File: src/rtl/io_ctrl_pkg.sv
// Shared types and default sizes for the CPU-to-port IO controller.
package io_ctrl_pkg;

    localparam int DEFAULT_DATA_W    = 16;
    localparam int DEFAULT_NUM_PORTS = 4;
    localparam int XFER_CNT_W        = 8;
    localparam int PORT_SEL_W        = 2;

    typedef enum logic [2:0] {
        IDLE    = 3'd0,
        WSTROBE = 3'd1,
        RSTROBE = 3'd2,
        RHOLD   = 3'd3,
        DONE    = 3'd4
    } io_state_t;

endpackage

File: src/rtl/io_ctrl_if.sv
// CPU request/response and port bus signals of the IO controller.
interface io_ctrl_if
    import io_ctrl_pkg::*;
#(
    parameter int DATA_W    = DEFAULT_DATA_W,
    parameter int NUM_PORTS = DEFAULT_NUM_PORTS
);
    logic                  req;
    logic                  wr;
    logic [PORT_SEL_W-1:0] port_sel;
    logic [DATA_W-1:0]     cpu_wdata;
    logic [DATA_W-1:0]     port_bus;
    logic [DATA_W-1:0]     bus_drv;
    logic [NUM_PORTS-1:0]  io_en;
    logic [NUM_PORTS-1:0]  io_out;
    logic                  ack;
    logic                  busy;
    logic [DATA_W-1:0]     cpu_rdata;
    logic [XFER_CNT_W-1:0] xfer_cnt;

    // The master side is the CPU together with the ports returning data.
    modport master (
        output req, wr, port_sel, cpu_wdata, port_bus,
        input  bus_drv, io_en, io_out, ack, busy, cpu_rdata, xfer_cnt
    );

    modport slave (
        input  req, wr, port_sel, cpu_wdata, port_bus,
        output bus_drv, io_en, io_out, ack, busy, cpu_rdata, xfer_cnt
    );
endinterface

File: src/rtl/io_ctrl_sel_dec.sv
// Index-to-one-hot port decoder; all zeros when not enabled.
module io_sel_dec
    import io_ctrl_pkg::*;
#(
    parameter int NUM_PORTS = DEFAULT_NUM_PORTS
) (
    input  logic [PORT_SEL_W-1:0] idx,
    input  logic                  en,
    output logic [NUM_PORTS-1:0]  onehot
);
    always_comb begin
        onehot = '0;
        for (int i = 0; i < NUM_PORTS; i++) begin
            onehot[i] = en && (32'(idx) == i);
        end
    end
endmodule

File: src/rtl/io_ctrl.sv
// Sequences one CPU transfer at a time onto a shared port bus with per-port strobes.
module io_ctrl
    import io_ctrl_pkg::*;
#(
    parameter int DATA_W    = DEFAULT_DATA_W,
    parameter int NUM_PORTS = DEFAULT_NUM_PORTS
) (
    input  logic      clk,
    input  logic      reset,
    io_ctrl_if.slave  cpu
);
    io_state_t             state;
    logic [PORT_SEL_W-1:0] sel_q;
    logic [DATA_W-1:0]     bus_drv_q;
    logic [DATA_W-1:0]     rdata_q;
    logic [XFER_CNT_W-1:0] cnt_q;
    logic                  wen_q;
    logic                  ren_q;
    logic                  ack_q;
    logic                  busy_q;

    // Strobe flags are registered alongside the state so every output is a flop
    // or a decode of flops; request inputs only ever reach the IDLE branch.
    always_ff @(posedge clk) begin
        if (reset) begin
            state     <= IDLE;
            sel_q     <= '0;
            bus_drv_q <= '0;
            rdata_q   <= '0;
            cnt_q     <= '0;
            wen_q     <= 1'b0;
            ren_q     <= 1'b0;
            ack_q     <= 1'b0;
            busy_q    <= 1'b0;
        end else begin
            wen_q     <= 1'b0;
            ack_q     <= 1'b0;
            bus_drv_q <= '0;
            case (state)
                IDLE: begin
                    if (cpu.req) begin
                        sel_q  <= cpu.port_sel;
                        busy_q <= 1'b1;
                        if (cpu.wr) begin
                            state     <= WSTROBE;
                            wen_q     <= 1'b1;
                            bus_drv_q <= cpu.cpu_wdata;
                        end else begin
                            state <= RSTROBE;
                            ren_q <= 1'b1;
                        end
                    end
                end
                WSTROBE: begin
                    state <= DONE;
                    ack_q <= 1'b1;
                end
                RSTROBE: begin
                    state <= RHOLD;
                end
                RHOLD: begin
                    rdata_q <= cpu.port_bus;
                    ren_q   <= 1'b0;
                    ack_q   <= 1'b1;
                    state   <= DONE;
                end
                DONE: begin
                    cnt_q  <= cnt_q + 1'b1;
                    busy_q <= 1'b0;
                    state  <= IDLE;
                end
                default: begin
                    state  <= IDLE;
                    ren_q  <= 1'b0;
                    busy_q <= 1'b0;
                end
            endcase
        end
    end

    io_sel_dec #(.NUM_PORTS(NUM_PORTS)) u_en_dec (
        .idx    (sel_q),
        .en     (wen_q),
        .onehot (cpu.io_en)
    );

    io_sel_dec #(.NUM_PORTS(NUM_PORTS)) u_out_dec (
        .idx    (sel_q),
        .en     (ren_q),
        .onehot (cpu.io_out)
    );

    assign cpu.bus_drv   = bus_drv_q;
    assign cpu.ack       = ack_q;
    assign cpu.busy      = busy_q;
    assign cpu.cpu_rdata = rdata_q;
    assign cpu.xfer_cnt  = cnt_q;
endmodule

File: src/flat_wrapper.sv
// flat-port wrapper written by rule: the top's interface ports become plain ports
module io_ctrl_flat import io_ctrl_pkg::*;
#(
    parameter int DATA_W    = DEFAULT_DATA_W,
    parameter int NUM_PORTS = DEFAULT_NUM_PORTS
)
  (clk, reset, cpu_req, cpu_wr, cpu_port_sel, cpu_cpu_wdata, cpu_port_bus, cpu_bus_drv, cpu_io_en, cpu_io_out, cpu_ack, cpu_busy, cpu_cpu_rdata, cpu_xfer_cnt);
  io_ctrl_if #(.DATA_W(DATA_W), .NUM_PORTS(NUM_PORTS)) cpu_i ();
  input  logic clk;
  input  logic reset;
  input wire logic [$bits(cpu_i.req)-1:0] cpu_req;
  input wire logic [$bits(cpu_i.wr)-1:0] cpu_wr;
  input wire logic [$bits(cpu_i.port_sel)-1:0] cpu_port_sel;
  input wire logic [$bits(cpu_i.cpu_wdata)-1:0] cpu_cpu_wdata;
  input wire logic [$bits(cpu_i.port_bus)-1:0] cpu_port_bus;
  output wire logic [$bits(cpu_i.bus_drv)-1:0] cpu_bus_drv;
  output wire logic [$bits(cpu_i.io_en)-1:0] cpu_io_en;
  output wire logic [$bits(cpu_i.io_out)-1:0] cpu_io_out;
  output wire logic [$bits(cpu_i.ack)-1:0] cpu_ack;
  output wire logic [$bits(cpu_i.busy)-1:0] cpu_busy;
  output wire logic [$bits(cpu_i.cpu_rdata)-1:0] cpu_cpu_rdata;
  output wire logic [$bits(cpu_i.xfer_cnt)-1:0] cpu_xfer_cnt;
  assign cpu_i.req = cpu_req;
  assign cpu_i.wr = cpu_wr;
  assign cpu_i.port_sel = cpu_port_sel;
  assign cpu_i.cpu_wdata = cpu_cpu_wdata;
  assign cpu_i.port_bus = cpu_port_bus;
  assign cpu_bus_drv = cpu_i.bus_drv;
  assign cpu_io_en = cpu_i.io_en;
  assign cpu_io_out = cpu_i.io_out;
  assign cpu_ack = cpu_i.ack;
  assign cpu_busy = cpu_i.busy;
  assign cpu_cpu_rdata = cpu_i.cpu_rdata;
  assign cpu_xfer_cnt = cpu_i.xfer_cnt;
  io_ctrl #(.DATA_W(DATA_W), .NUM_PORTS(NUM_PORTS)) u_core (.clk(clk), .reset(reset), .cpu(cpu_i));
endmodule
File: config.mk
export PLATFORM = sky130hd
export DESIGN_NAME = io_ctrl_flat
export DESIGN_NICKNAME = d
export VERILOG_FILES = /design/src/rtl/io_ctrl_pkg.sv /design/src/rtl/io_ctrl_if.sv /design/src/rtl/io_ctrl_sel_dec.sv /design/src/rtl/io_ctrl.sv /design/src/flat_wrapper.sv
export SDC_FILE = /design/constraint.sdc
export NUM_CORES = 1
export LEC_CHECK = 0
export ABC_AREA = 1
export ABC_CLOCK_PERIOD_IN_PS = 3960
export CAP_MARGIN = 30
export CORE_ASPECT_RATIO = 1.75
export CORE_UTILIZATION = 44
export CTS_CLUSTER_SIZE = 30
export DETAILED_ROUTE_END_ITERATION = 12
export PLACE_DENSITY = 0.9
export SETUP_SLACK_MARGIN = 0.15
export SYNTH_ARGS = -nofsm -noshare
export SYNTH_HDL_FRONTEND = slang
export SYNTH_SLANG_ARGS = --single-unit
File: constraint.sdc
create_clock -name clk -period 3.96 [get_ports clk]
set_clock_uncertainty 0.15 [all_clocks]
set_input_delay 0.396 -clock clk [delete_from_list [all_inputs] [get_ports clk]]
set_output_delay 0.396 -clock clk [all_outputs]
set_load 0.01 [all_outputs]
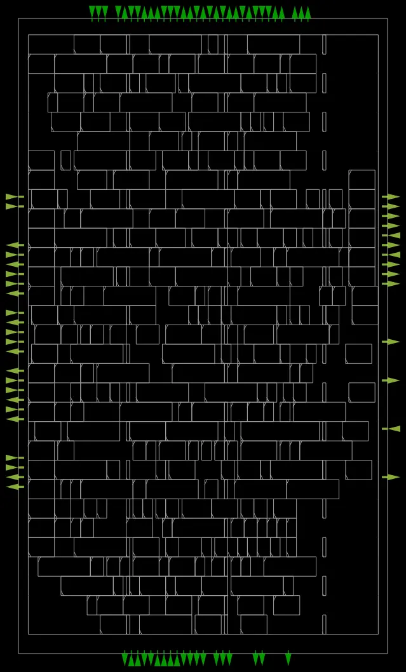
*Cell outlines without signal wires, run 1*
final non-filler cell total: 362
n_taps: 49
registers: 49
flop share of the area: 0.3365

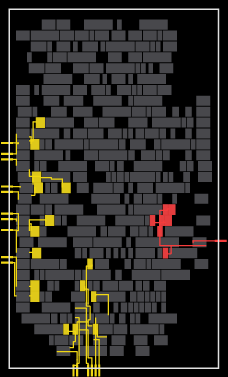
*Wires at chosen ports, followed through buffers, run 1*
Drawn at 4 px/um.
yellow -> cpu_port_bus  # direction input, end cells 16, buffers 16, wire 209 um
red -> reset  # direction input, end cells 7, buffers 1, wire 36.4 um

==> deck_impl_summary.md, run 1 <==
Implementation Results

Clock network
  • Resize count post-CTS: 0
  • Sink Count: 49
  • Root Driver: clkbuf_8
  • Latency at later pin: 0.30 ns
  • Post-CTS setup repair buffer count: 0
  • CTS tree: done

Final layout
  • Final core utilization: 0.7024
  • Commonest Layout Cell: clkdlybuf4s50_1
  • Most frequent cells in the layout: 87 x clkdlybuf4s50_1, 49 x dfxtp_1, 45 x nor2_1
  • Ant diodes: 0
  • Share of cells above drive strength 1: 0.1246
  • Area Overhead vs Synth: 51.99%

GRT
  • Largest net degree at the start of global routing: 27
  • Remaining Overflow, GRT: 0
  • Antenna violations before repair: 0
  • Vias in the first global route: 1550

Logic synthesis
  • Syn Area/Cell: 8.601 um2
  • Synthesized area: 1918 um2
  • Number of synthesis warnings: 0
  • Yosys stat area: 1918 um2
  • Register area share after synthesis: 0.5114
  • Seq cells post-synth: 49
  • Post-synth area hogs: dfxtp_1 51%, nor2_1 8.8%, nor2_4 7.6%, inv_1 5.7%, nor2_2 3.3%
  • Cell count after synthesis: 223

Detailed routing
  • Post-route ant nets: 0
  • Vias: 1687
  • DR iter-0 viols: 33
  • WL final: 4173 um
  • DRC viols: 0
  • Wire per inst: 11.53 um

Critical path
  • Worst-path fanout max: 5
  • CP required: 3.41 ns
  • CP endpoint kind: output pin

Final timing
  • Fmax: 468.5 MHz
  • Min Hold Slack: 0.3229 ns
  • Final Critical Period: 2.135 ns
  • Hold Vio Cnt, Final: 0
  • RSZ-0062 raised after global routing: no
  • Slew Limit Headroom: 0.5633
  • Worst Max-Slew Pin Slew: 0.6543 ns
  • Tcrit/Tclk final: 0.5390
  • Max-slew violation count: 0

Die
  • Row Count: 31
  • Std-Cell Core Area: 4150 um2
  • Top Ports: 88
  • Die Size: 4638 um2

Placed design
  • HPWL Detailed: 3183 um
  • Port buffer count: 87
  • Routability Congestion: 0.7795

Power
  • Pwr Density: 356.2 nW/um2
  • Leakage power: 1.199 nW

Run
  • Tool Warnings: 26

Hold path
  • Hold Path Class: reg -> reg

Run status
  • Status: finished clean
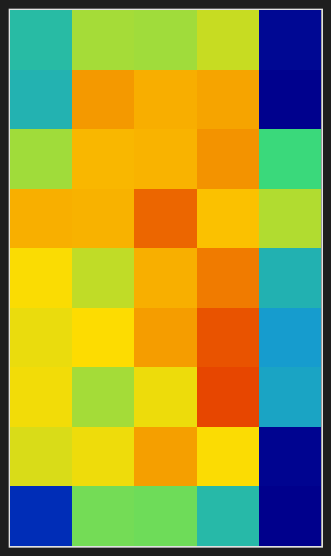
*Placement density heat map, run 1*
Drawn at 6 px/um. 5 x 9 tiles, from dark blue (low) to red (high), 0 to 100% covered.
tiles over 75% full = 36%
nearly empty tiles = 8.9%
fullest tile = 92%
emptiest ninth of the die = bottom right
densest ninth of the die = middle
mean over tiles = 62%

==> run 1: worst max-delay path, stage by stage (launching register included) <==
cell             delay (ns)
dfxtp_1                0.40
inv_1                  0.12
nor3_1                 0.21
clkdlybuf4s50_1        0.56
==> run 1: Yosys cell counts <==
cell type / number
a21oi_1: 7
buf_1: 1
buf_12: 1
buf_6: 2
clkbuf_2: 1
dfxtp_1: 49
ha_1: 1
inv_1: 29
inv_2: 3
inv_4: 1
inv_6: 1
maj3_1: 1
nand2_1: 13
nand2_2: 2
nand3_1: 5
nand3_4: 1
nand3b_1: 1
nand4_1: 1
nor2_1: 45
nor2_2: 10
nor2_4: 13
nor2_8: 1
nor3_1: 8
o21ai_0: 12
o21ai_1: 12
xnor2_1: 1
xor2_1: 1
==> run 1: sequential cells by signal, summed over array words and instances (netlist names) <==
name and count:
u_core.wen_q 1, u_core.ren_q 1, u_core.cpu.ack 1, u_core.cpu.cpu_rdata 16
u_core.cpu.busy 1, u_core.state 3, u_core.sel_q 2, u_core.cpu.xfer_cnt 8
u_core.cpu.bus_drv 16
==> run 1: kinds of logic (layout without fill, tap and decap cells) <==
| kind of cell | Yosys count | after routing | share of synthesized area |
|---|---|---|---|
| AOI/OAI and AO/OA | 31 | 31 | 0.08089 |
| xor gates and xnor gates | 2 | 2 | 0.009134 |
| adders and majority gates | 2 | 2 | 0.01174 |
| buffers and inverters | 39 | 129 | 0.09719 |
| DFF | 49 | 49 | 0.5114 |
| and+or+nand+nor | 100 | 100 | 0.2896 |
==> run 1: final timing paths <==
path	start	to	slack, ns	depth (start not counted)
worst max register to register	u_core.state[0]	u_core.cpu.cpu_rdata[5]	2.56	5
worst min register to register	u_core.cpu.busy	u_core.cpu.busy	0.32	2
worst max-delay path	u_core.sel_q[1]	cpu_io_en[3]	1.83	3
worst min-delay path	u_core.cpu.busy	u_core.cpu.busy	0.32	2
==> run 1: power breakdown <==
| group | internal (W) | switching [W] |
|---|---|---|
| sequential | 0.000512 | 0.0000141 |
| clock | 0.000206 | 0.000159 |
| combinational | 0.0000791 | 0.0000683 |
| total | 0.000797 | 0.000241 |
==> run 1: metrics by stage <==
step	area (um2)	setup slack (ns)	std cells
2_1_floorplan	1918	2.644	223
3_3_place_gp	2799	1.690	354
3_5_place_dp	2799	1.631	354
4_1_cts	2915	1.826	362
5_1_grt	2915	1.716	362
6_report	2915	1.825	362
==> run 1: layer usage <==
metal,vias to the layer above,share of wire,GRT usage
li1,863,-,-
met1,768,0.37,0.1876
met2,48,0.57,0.3660
met3,8,0.037,0.04082
met4,0,0.021,0.08354
met5,-,0,0
==> run 1: cell type report <==
type | count | area [um2] | area share
multi-input combinational | 135 | 750.7 | 0.2575
clock buffer | 7 | 86.33 | 0.02961
clock inverter | 1 | 30.03 | 0.01030
timing repair buffer | 87 | 870.8 | 0.2987
tap | 49 | 61.31 | 0.02103
sequential | 49 | 980.9 | 0.3365
inverter | 34 | 135.1 | 0.04635
==> run 2, diff against run 1 <==
- ABC_CLOCK_PERIOD_IN_PS: 3960 -> 1900
- CORE_UTILIZATION: 44 -> 37
- PLACE_DENSITY: 0.9 -> 0.82
- clock period: 3.96 -> 1.9 ns (I/O delays scaled with it)
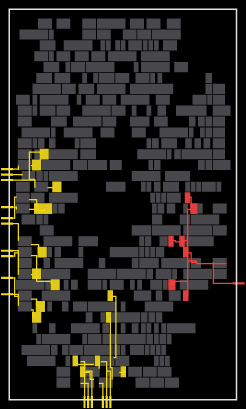
*Wires at chosen ports, followed through buffers, run 2*
Drawn at 4 px/um.
yellow -> cpu_port_bus  # direction input, end cells 16, buffers 16, wire 182 um
red -> reset  # direction input, end cells 7, buffers 2, wire 61.2 um

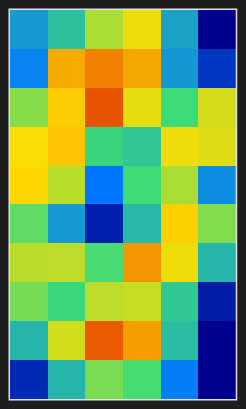
*Placement density heat map, run 2*
Drawn at 4 px/um. 6 x 10 tiles, from dark blue (low) to red (high), 0 to 100% covered.
densest ninth of the die = top middle
mean over tiles = 52%
nearly empty tiles = 5.0%
emptiest ninth of the die = bottom right
tiles over 75% full = 18%
fullest tile = 91%

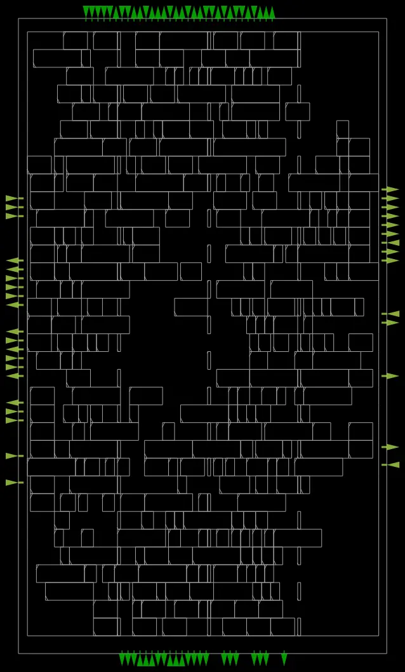
*Cell outlines without signal wires, run 2*
final non-filler cell total: 369
final core utilization: 0.5900

==> run 2 against run 1 <==
  * Final cell count is 1.9% higher
  * Utilization is 11 points lower
  * Wire length is 2.1% higher
  * Non-clock buffer count is 2 higher
  * Sequential cell count stayed put
  * Sequential share of layout area is 0.16 points lower
  * Cell area is 0.73% higher
  * Worst setup slack worse by 1.5 ns
  * Area after synthesis stayed put
  * Via count is 1.7% lower
  * Total power is 110% higher
  * Global-route usage is 3.1 points lower
  * Largest cell class unchanged
  * Largest power group unchanged
==> deck_impl_summary.md, run 2 <==
Implementation Results

Placed design
  • Placed insts: 361 (+2.0%)
  • Post-Place Setup Slack: 0.2856 ns (-1.345 ns)
  • HPWL Detailed: 3277 um (+2.9%)

GRT
  • Vias in the first global route: 1572 (+1.4%)
  • Largest net degree at the start of global routing: 26 (-3.7%)
  • Remaining Overflow, GRT: 0 (unchanged)

Critical path
  • CP endpoint kind: output pin
  • Worst-path fanout max: 4 (-1)
  • Slowest stage cell on the critical path: clkdlybuf4s50_1
  • Buf/Inv on CP: 1 (-1)
  • CP required: 1.56 ns (-1.85 ns)
  • Critical path's top delay family: buffers and inverters

Logic synthesis
  • Synth cell count leaders: 49 x dfxtp_1, 45 x nor2_1, 29 x inv_1, 13 x nand2_1, 13 x nor2_4
  • Register area share after synthesis: 0.5114 (unchanged)
  • Yosys stat area: 1918 um2 (unchanged)
  • Seq cells post-synth: 49 (unchanged)
  • Post-synth area hogs: dfxtp_1 51%, nor2_1 8.8%, nor2_4 7.6%, inv_1 5.7%, nor2_2 3.3%
  • Post-synth EDFFs: 0 (unchanged)
  • Syn Area/Cell: 8.601 um2 (unchanged)
  • Number of synthesis warnings: 0 (unchanged)
  • Cell count after synthesis: 223 (unchanged)
  • Ys async rst share: 0 (unchanged)

Final timing
  • Slew Limit Headroom: 0.7808 (+0.2174)
  • PnR worst setup slack: 0.2821 ns (-1.543 ns)
  • Hold Vio Cnt, Final: 0 (unchanged)

Final layout
  • Gate Area: 750.7 um2 (unchanged)
  • Area Overhead vs Synth: 53.10%
  • Commonest Layout Cell: clkdlybuf4s50_1
  • Flop area: 983.4 um2 (+0.26%)

Detailed routing
  • Post-route ant nets: 0 (unchanged)
  • Vias: 1659 (-1.7%)
  • WL final: 4261 um (+2.1%)
  • DRC viols: 0 (unchanged)

Run
  • Tool Warnings: 26 (unchanged)

Clock network
  • Sink Count: 49 (unchanged)

Run status
  • Status: finished clean

Die
  • Top Ports: 88 (unchanged)
## run 2: cell counts after synthesis
No cell type changed its count.
## run 2: power by group
part | internal (W) | leakage (nW) | switching, W
registers | 0.00107 | 0.398 | 0.0000284
logic | 0.000165 | 0.814 | 0.000147
clock network | 0.000429 | 0.0585 | 0.000327
total | 0.00166 | 1.27 | 0.000502
## run 2: kinds of logic after synthesis
family / after synthesis / share of synthesized area
fa+ha+maj: 2 / 0.01174
simple gates: 100 / 0.2896
buf+inv: 39 / 0.09719
flops: 49 / 0.5114
xor+xnor: 2 / 0.009134
compound gates: 31 / 0.08089
## run 2: layer usage
metal  GRT usage  up-vias  part of all wire
li1            -      866                 -
met1      0.1684      747              0.38
met2      0.3068       44              0.58
met3     0.02530        2             0.030
met4     0.05629        0            0.0089
met5           0        -                 0
## run 2: cell type report
cell class | instances | share of cell area
multi-input cells | 135 | 0.2556
well taps | 54 | 0.02301
inverters | 34 | 0.04602
flip-flops and latches | 49 | 0.3349
clock buffers | 7 | 0.02940
repair buffers | 89 | 0.3008
clock inverters | 1 | 0.01023
## run 2: final timing paths
check / from / endpoint / slack (ns) / depth (start not counted)
setup / recovery: u_core.cpu.xfer_cnt[4] / cpu_xfer_cnt[4] / 0.28 / 1
hold / removal: cpu_cpu_wdata[6] / u_core.cpu.bus_drv[6] / 0.27 / 3
setup reg to reg: u_core.state[2] / u_core.cpu.cpu_rdata[15] / 0.44 / 6
hold reg to reg: u_core.cpu.busy / u_core.cpu.busy / 0.32 / 2
## run 2: through the flow
step	cell area (um2)	hold WS (ns)
floorplan	1918	0.1091
global placement	2820	0.3000
detailed placement	2820	0.3087
CTS	2932	0.2533
global route	2937	0.2694
finish	2937	0.2695
## run 2: what timing repair did
item	in CTS	in global routing
endpoints found under the setup margin	6	2
cloned	0	0
resized	8	2
==> run 3, diff against run 2 <==
- TNS_END_PERCENT: not set -> 50
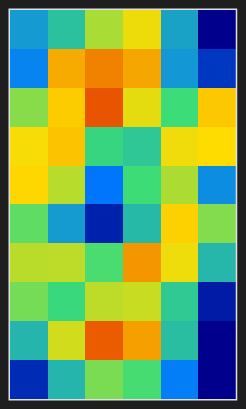
*Placement density heat map, run 3*
Drawn at 4 px/um. 6 x 10 tiles, from dark blue (low) to red (high), 0 to 100% covered.
fullest tile = 91%
densest ninth of the die = top middle
nearly empty tiles = 5.0%

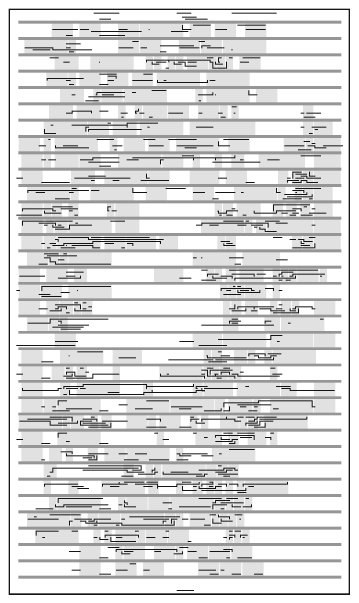
*Signal wires on met1, run 3*
Drawn at 6 px/um. Supply wires on this layer in gray.
share of all routed wire = 38%
longest straight run = 17.0 um
wire length on this layer = 1610 um

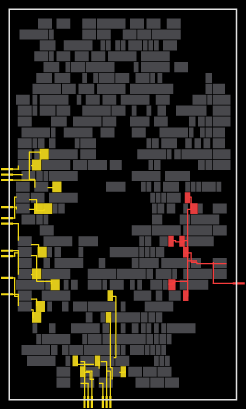
*Wires at chosen ports, followed through buffers, run 3*
Drawn at 4 px/um.
red -> reset  # direction input, end cells 7, buffers 2, wire 61.2 um
yellow -> cpu_port_bus  # direction input, end cells 16, buffers 16, wire 182 um

==> run 3 against run 2 <==
  * Hold slack is the same
  * Total power is essentially flat
  * Non-clock buffer count did not move
==> deck_impl_summary.md, run 3 <==
Implementation Results

Final layout
  • Filler cells: 450
  • Commonest Layout Cell: clkdlybuf4s50_1
  • Flop area: 983.4 um2 (unchanged)
  • Post-route cell area: 2948 um2 (+0.38%)
  • Ant diodes: 0
  • Post-layout net count: 353
  • Gate Area: 750.7 um2 (unchanged)
  • Area Overhead vs Synth: 53.69%
  • Share of cells above drive strength 1: 0.1365
  • Most frequent cells in the layout: 79 x clkdlybuf4s50_1, 47 x dfxtp_1, 45 x nor2_1

Logic synthesis
  • Synthesized area: 1918 um2
  • Yosys cell count: 223
  • Cell count after synthesis: 223 (unchanged)
  • Seq cells post-synth: 49 (unchanged)
  • Post-synth area hogs: dfxtp_1 51%, nor2_1 8.8%, nor2_4 7.6%, inv_1 5.7%, nor2_2 3.3%
  • Post-synth EDFFs: 0 (unchanged)
  • Yosys top cell by instances: dfxtp_1
  • Register area share after synthesis: 0.5114 (unchanged)
  • Synth cell count leaders: 49 x dfxtp_1, 45 x nor2_1, 29 x inv_1, 13 x nand2_1, 13 x nor2_4
  • Syn_nets: 262
  • Syn Area/Cell: 8.601 um2 (unchanged)
  • Yosys top cell area share: 0.5114
  • Ys async rst share: 0 (unchanged)
  • Main flop type: dfxtp_1
  • Number of synthesis warnings: 0 (unchanged)
  • Synth area leader: dfxtp_1
  • Yosys stat area: 1918 um2 (unchanged)

Power
  • Pwr Density: 734.6 nW/um2
  • Power, Total: 0.002166 W

Final timing
  • TNS Setup: 0 ns
  • Fmax: 618.1 MHz
  • Slew Limit Headroom: 0.7808 (unchanged)
  • Max-slew violation count: 0
  • Endpoints failing setup: 0
  • Hold Vio Cnt, Final: 0 (unchanged)
  • Worst Max-Slew Pin Slew: 0.3288 ns
  • Tcrit/Tclk final: 0.8515

Hold path
  • WHS Path Cells: 3 (unchanged)
  • Startpoint of the lowest-slack hold path: cpu_cpu_wdata[6]

GRT
  • Total Routing Usage GR: 0.1600
  • Remaining Overflow, GRT: 0 (unchanged)
  • Vias in the first global route: 1572 (unchanged)
  • First-pass GRT wire length: 6975 um
  • Antenna violations before repair: 0
  • Largest net degree at the start of global routing: 26 (unchanged)

Clock network
  • TritonCTS Buffers: 5
  • Latency at later pin: 0.29 ns
  • Hold buffer count at CTS: 0
  • Sink Count: 49 (unchanged)
  • Resize count post-CTS: 5 (-3)
  • Reg clk slew, reported paths: 0.09 ns
  • Post-CTS setup repair buffer count: 0
  • Root Driver: clkbuf_8
  • CTS tree: done
  • CTS max path bufs: 2

Die
  • Std-Cell Core Area: 4977 um2
  • Initial Utilization: 0.3854
  • Die Size: 5487 um2
  • Row Count: 34
  • Top Ports: 88 (unchanged)

Critical path
  • CP required: 1.56 ns (about the same)
  • WS Path Type: reg -> out
  • Worst-path fanout max: 4 (unchanged)
  • CP endpoint kind: output pin
  • Critical path's top delay family: buffers and inverters
  • Worst R2R Start: u_core.state[2]
  • Slowest stage cell on the critical path: clkdlybuf4s50_1
  • R2r worst-path depth: 6 (unchanged)
  • Buf/Inv on CP: 1 (unchanged)
  • CP startpoint kind: flip-flop
  • WP depth: 1 (unchanged)
  • Crit path from: u_core.cpu.xfer_cnt[4]
  • WP data arrival: 1.28 ns

Detailed routing
  • DR iter-0 viols: 57
  • Vias: 1659 (unchanged)
  • Via density: 4.496
  • DRC viols: 0 (unchanged)
  • DR pass1 iterations: 5
  • WL final: 4267 um (+0.14%)
  • Wire per inst: 11.56 um
  • Post-route ant nets: 0 (unchanged)

Run
  • Tool Warnings: 27 (+3.8%)
  • Total of max-cap violations: 0

Placed design
  • Port buffer count: 87
  • HPWL Detailed: 3277 um (unchanged)
  • Post-DP Area: 2820 um2 (unchanged)

Run status
  • Status: finished clean
==> run 3: cell counts after synthesis <==
No cell type changed its count.
==> run 3: where the power goes <==
part / leakage [nW] / internal (W) / switching (W) / total, W
Clock: 0.0585 / 0.000429 / 0.000327 / 0.000756
Sequential: 0.398 / 0.00107 / 0.0000285 / 0.00110
Combinational: 0.855 / 0.000166 / 0.000147 / 0.000312
==> run 3: worst paths after layout <==
path	end	slack, ns
max	cpu_xfer_cnt[4]	0.28
min	u_core.cpu.bus_drv[6]	0.27
max reg2reg	u_core.cpu.cpu_rdata[15]	0.44
min reg2reg	u_core.cpu.busy	0.32
==> run 3: cell type report <==
type	instances	share of cell area
Sequential cell	49	0.3336
Timing Repair Buffer	89	0.3035
Multi-Input combinational cell	135	0.2547
Inverter	34	0.04584
Clock buffer	7	0.02929
Tap cell	54	0.02292
Clock inverter	1	0.01019
==> run 3: metal layers <==
| layer | GRT usage | wire, um |
|---|---|---|
| met1 | 0.1684 | 1610 |
| met2 | 0.3068 | 2483 |
| met3 | 0.02530 | 135 |
| met4 | 0.05629 | 38 |
| met5 | 0 | 0 |
==> run 3: worst min-delay path, delay by kind of cell <==
| kind | cells | cell delay [ns] |
|---|---|---|
| buffers and inverters | 2 | 0.45 |
| and+or+nand+nor | 1 | 0.03 |
==> run 3: logic make-up (layout without fill, tap and decap cells) <==
kind of cell | count (synthesis) | after routing | synth area share
AND-OR/OR-AND | 31 | 31 | 0.08089
XOR/XNOR | 2 | 2 | 0.009134
adder cells (fa/ha/maj) | 2 | 2 | 0.01174
buffers and inverters | 39 | 131 | 0.09719
flip-flops | 49 | 49 | 0.5114
AND/OR/NAND/NOR | 100 | 100 | 0.2896
==> run 3: per-stage QoR <==
step	setup WS [ns]	util	cells	hold WS (ns)
finish	0.2821	0.5923	369	0.2695
global route	0.1826	0.5923	369	0.2694
CTS	0.06760	0.5897	369	0.2533
detailed placement	0.2856	0.5666	361	0.3087
global placement	0.3620	0.5666	361	0.3000
floorplan	0.6423	-	223	0.1091

==> layout pictures side by side <==
Cells colored by class.
panel A
Drawn at 4 px/um.
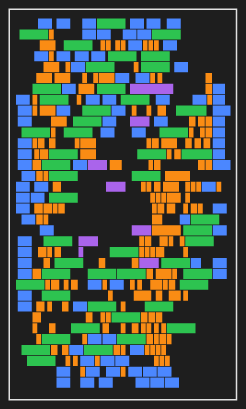
panel B
Drawn at 6 px/um.
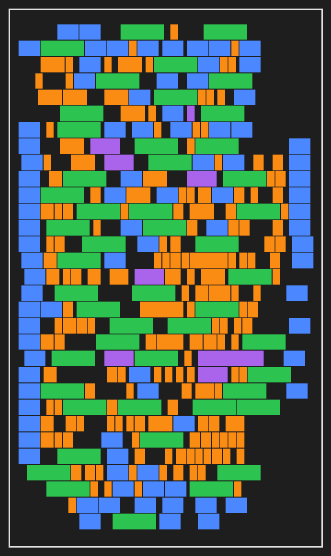
- highest utilization: panel B
panel A -> run 2
panel B -> run 1

Key to panel A:
green -> registers  # cells 49
purple -> clock drivers and dummy loads  # cells 8
orange -> remaining logic cells  # cells 169
blue -> remaining buffers and delay cells  # cells 89

Power is estimated from default activity; no workload was simulated.
